Run 1, clock network drawn from the DEF:
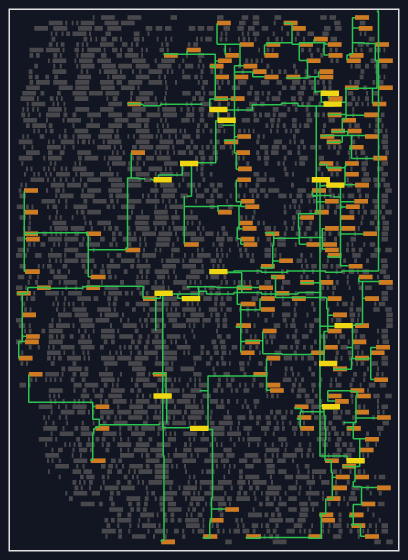
Run 1, placement by cell class:
Bar = 50 um. Fill, decap, tap and diode cells in gray.
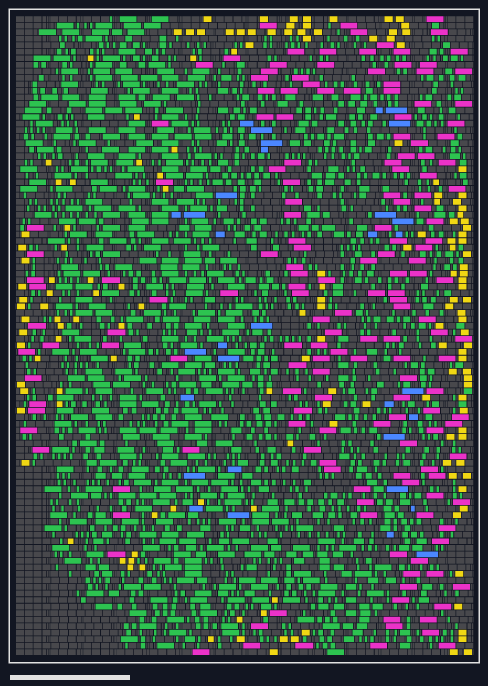
Run 1, cell outlines without signal wires:
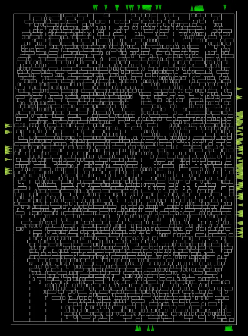
Run 1, signal wires on met2:
Bar = 50 um.
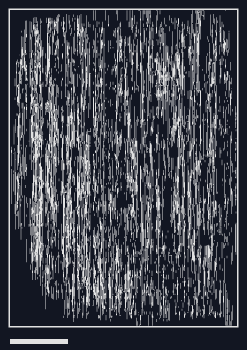
## src/rtl/conv_encoder_batch_normalization_apply.sv

```systemverilog
// conv_encoder_batch_normalization_apply: per-filter y = sat((x*p + q) >>> FRAC) over N_PIX samples,
// 3-stage stallable pipeline; optional ReLU after saturation when BN_RELU_EN is defined.
module conv_encoder_batch_normalization_apply #(
   parameter int IN_W  = 18,
   parameter int OUT_W = 18,
   parameter int FRAC  = 16,
   parameter int N_PIX = 256
) (
   input  logic                    clk,
   input  logic                    rst,
   input  logic                    filter_start,
   input  logic [3:0]              filter_id,
   output logic                    param_start,
   output logic [3:0]              param_sel,
   input  logic signed [17:0]      param_p,
   input  logic signed [35:0]      param_q,
   input  logic                    param_ready,
   input  logic                    in_valid,
   output logic                    in_ready,
   input  logic signed [IN_W-1:0]  in_data,
   output logic                    out_valid,
   input  logic                    out_ready,
   output logic signed [OUT_W-1:0] out_data,
   output logic                    busy,
   output logic                    done
);
   typedef enum logic [2:0] {IDLE, FETCH, WAITP, RUN, DRAIN} state_t;
   localparam logic [15:0] LAST = 16'(N_PIX - 1);
   localparam logic signed [36:0] MAXV = 37'(2 ** (OUT_W - 1) - 1);
   localparam logic signed [36:0] MINV = -MAXV - 37'sd1;

   state_t                   r_state;
   logic [15:0]              r_in_cnt, r_out_cnt;
   logic [3:0]               r_sel;
   logic signed [17:0]       r_p;
   logic signed [35:0]       r_q;
   logic                     r_v1, r_v2, r_v3, r_done;
   logic signed [IN_W-1:0]   r_x;
   logic signed [IN_W+17:0]  r_prod;
   logic signed [OUT_W-1:0]  r_y;
   logic                     w_adv, w_in_hs, w_out_hs;
   logic signed [36:0]       w_sum, w_sh;
   logic signed [OUT_W-1:0]  w_sat, w_y;

   // the whole pipeline moves only when the output slot is free or being drained
   assign w_adv    = !r_v3 || out_ready;
   assign in_ready = (r_state == RUN) && w_adv;
   assign w_in_hs  = in_valid && in_ready;
   assign w_out_hs = r_v3 && out_ready;
   assign w_sum    = 37'(r_prod) + 37'(r_q);
   assign w_sh     = w_sum >>> FRAC;
   assign w_sat    = (w_sh > MAXV) ? MAXV[OUT_W-1:0] : (w_sh < MINV) ? MINV[OUT_W-1:0] : w_sh[OUT_W-1:0];
`ifdef BN_RELU_EN
   assign w_y = w_sat[OUT_W-1] ? '0 : w_sat;
`else
   assign w_y = w_sat;
`endif

   assign param_start = (r_state == FETCH);
   assign param_sel   = r_sel;
   assign out_valid   = r_v3;
   assign out_data    = r_y;
   assign busy        = (r_state != IDLE);
   assign done        = r_done;

   always_ff @(posedge clk) begin
      if (!rst) begin
         r_state   <= IDLE;
         r_in_cnt  <= '0;
         r_out_cnt <= '0;
         r_sel     <= '0;
         r_p       <= '0;
         r_q       <= '0;
         r_v1      <= 1'b0;
         r_v2      <= 1'b0;
         r_v3      <= 1'b0;
         r_done    <= 1'b0;
         r_x       <= '0;
         r_prod    <= '0;
         r_y       <= '0;
      end else begin
         r_done <= 1'b0;
         case (r_state)
            IDLE:  if (filter_start) begin
               r_sel   <= filter_id;
               r_state <= FETCH;
            end
            FETCH: r_state <= WAITP;
            WAITP: if (param_ready) begin
               r_p     <= param_p;
               r_q     <= param_q;
               r_state <= RUN;
            end
            RUN:   if (w_in_hs && r_in_cnt == LAST) r_state <= DRAIN;
            DRAIN: if (w_out_hs && r_out_cnt == LAST) begin
               r_state <= IDLE;
               r_done  <= 1'b1;
            end
            default: r_state <= IDLE;
         endcase
         r_in_cnt  <= (r_state == FETCH) ? '0 : w_in_hs ? r_in_cnt + 16'd1 : r_in_cnt;
         r_out_cnt <= (r_state == FETCH) ? '0 : w_out_hs ? r_out_cnt + 16'd1 : r_out_cnt;
         if (w_adv) begin
            r_v1   <= w_in_hs;
            r_x    <= in_data;
            r_v2   <= r_v1;
            r_prod <= r_x * r_p;
            r_v3   <= r_v2;
            r_y    <= w_y;
         end
      end
   end
endmodule

```

## config.mk

```make
export PLATFORM = sky130hd
export DESIGN_NAME = conv_encoder_batch_normalization_apply
export DESIGN_NICKNAME = d
export VERILOG_FILES = /design/src/rtl/conv_encoder_batch_normalization_apply.sv
export SDC_FILE = /design/constraint.sdc
export NUM_CORES = 1
export LEC_CHECK = 0
export CELL_PAD_IN_SITES_DETAIL_PLACEMENT = 1
export CELL_PAD_IN_SITES_GLOBAL_PLACEMENT = 2
export CORE_ASPECT_RATIO = 1.4
export CORE_MARGIN = 2
export CORE_UTILIZATION = 39
export DETAILED_ROUTE_END_ITERATION = 8
export PLACE_DENSITY_LB_ADDON = 0.1
export SETUP_SLACK_MARGIN = 0.02
export SYNTH_ARGS = -nofsm -noshare
export SYNTH_HDL_FRONTEND = slang
export SYNTH_SLANG_ARGS = --single-unit
```

## constraint.sdc

```tcl
create_clock -name clk -period 7.2 [get_ports clk]
set_clock_uncertainty 0.1 [all_clocks]
set_input_delay 1.08 -clock clk [delete_from_list [all_inputs] [get_ports clk]]
set_output_delay 1.08 -clock clk [all_outputs]
set_load 0.01 [all_outputs]
```

==> results.cfg, run 1 <==
; implementation run metrics
[critical_path]
regToRegEndpoint = r_prod[34]$_SDFFE_PN0N_
r2r_start = r_x[6]$_SDFFE_PN0N_
crit_family = adder cells
path_cells = and2_1 > fa_1 > inv_1 > fa_1 > fa_1 > inv_1 > fa_1 > fa_1 > inv_1 > fa_1 > inv_1 > ha_1 > a21o_1 > a21o_1 > a21o_1 > o21ai_0 > nand3_1 > a31oi_2 > o211ai_1 > o311ai_1 > xor2_1 > o21ai_0
r2r.worst_path.cells = 22
cp.buffers_inverters = 4
critical_path.max_stage_delay_ns = 0.67

[drt]
remaining_drc_errors = 0

[clocking]
clkTransAtPathRegs_ns = 0.08
htree_num_levels = 4

[global_routing]
initial_antenna_violation_count = 0
gr-usage-all-layers_pct = 23.1

[logic_synthesis]
yosys-dominant-comb-family = adder cells
post-synth-top-count-cell = sky130_fd_sc_hd__inv_1
yosysUniqueCellTypes = 63
postSynthCellCount = 2362
netlist_top_cells_count = 435 x sky130_fd_sc_hd__inv_1, 384 x sky130_fd_sc_hd__nand2_1, 329 x sky130_fd_sc_hd__fa_1, 178 x sky130_fd_sc_hd__a21oi_1

[run_status]
outcome = finished clean

[final_layout]
layout-drive-gt1-share_pct = 4.71
signal_buffer_area_fraction_pct = 6.52
area.share.sequential_pct = 15.1
area_share_clock_buf_inv_pct = 2.67
layout.cells.most_common = sky130_fd_sc_hd__inv_1
antenna_cells_inserted = 0

[die]
die.size.y_um = 272
top_level_ports = 109

[sta]
max_freq_mhz = 148
actual_transition_at_the_worst_max_transition_pin_ns = 0.982

[power_and_ir_drop]
combinationalPower_mw = 0.691
Notes on 'clock network drawn from the DEF' above:
[green] clock wires | length: 3080 um
[orange] flip-flops | count: 169
[yellow] clock drivers | count: 17
routed clock nets: 18
clock network power share: 35.7%
insertion delay of the later-clocked pin in the worst-skew pair: 0.48 ns
power attributed to the clock group: 0.975 mW

Notes on 'placement by cell class' above:
[magenta] sequential cells | cells: 169
[blue] clock drivers and dummy loads | cells: 32
[yellow] remaining buffers and delay cells | cells: 159
[green] combinational and other logic | cells: 2080

Notes on 'cell outlines without signal wires' above:
count of fill cells added during filler insertion: 6013
Finished Core Util: 44.1%
core area: 50900 um^2
Taps Inserted: 650

Notes on 'signal wires on met2' above:
longest straight run: 97.5 um
wire length on this layer: 30.3 mm
main direction: vertical
global routing usage on met2: 42.9%
vias after detailed routing: 15519
routed wire length: 58100 um

==> run 2: changes to the inputs <==
clock period = 7.72 ns   (was 7.2 ns; I/O delays follow)
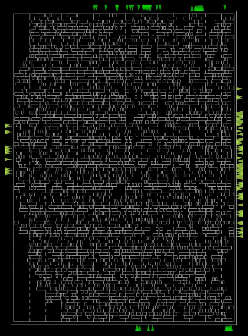
Run 2: cell outlines without signal wires
Post-Layout Cell Count: 3073
flip-flops: 169
count of fill cells added during filler insertion: 5993
Finished Core Util: 43.9%

==> run 2 against run 1 <==
Net effect: synthesized area unchanged; maximum frequency is 6.6% lower; count of clock-buffer cells in the layout unchanged; die area is the same; final cell count fell by 0.55%; critical path depth did not move; register-to-register slack improved by 0.04 ns; worst setup slack improved by 0.044 ns; routed wire length about the same; design area is 0.53% lower; non-clock buffer count is 18 lower; synthesized cell count unchanged; critical path type unchanged; highest routed layer is now met5.
==> results.cfg, run 2 <==
; implementation run metrics
[final_layout]
area_share_clock_buf_inv_pct = 2.83
area.share.sequential_pct = 15.2
signal_buffer_area_fraction_pct = 5.95

[critical_path]
crit_family = adder cells
regToRegEndpoint = r_prod[34]$_SDFFE_PN0N_
cp.buffers_inverters = 4
r2r_start = r_p[6]$_SDFFE_PN0P_
r2r.worst_path.cells = 22

[global_routing]
initial_antenna_violation_count = 4
gr-usage-all-layers_pct = 23.0

[run_status]
outcome = finished clean

[power_and_ir_drop]
clk-power_mw = 0.928
combinationalPower_mw = 0.635

[clocking]
htree_num_levels = 4
clock.latency.late_pin_ns = 0.46
clkTransAtPathRegs_ns = 0.09

[drt]
route.vias.total = 15563

[logic_synthesis]
yosysUniqueCellTypes = 63

[die]
fp.coreArea_um2 = 50900
die.size.y_um = 272
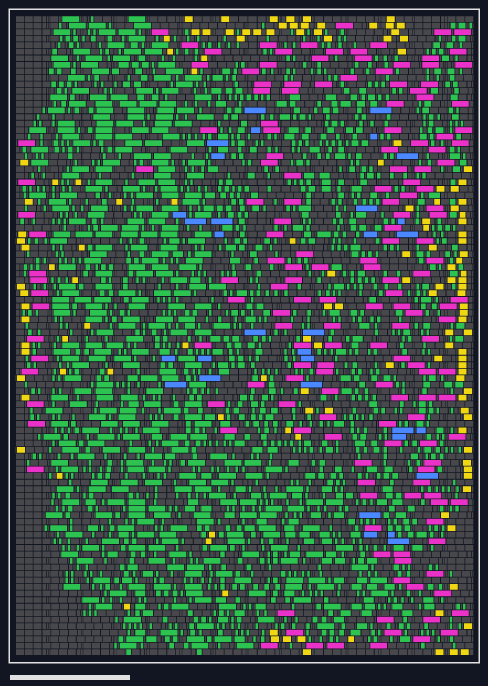
Run 2: placement by cell class
Bar = 50 um. Fill, decap, tap and diode cells in gray.
[magenta] sequential cells | cells: 169
[green] combinational and other logic | cells: 2080
[yellow] remaining buffers and delay cells | cells: 141
[blue] clock drivers and dummy loads | cells: 32

Power figures rest on the tool's default switching activity, not on a simulated workload.
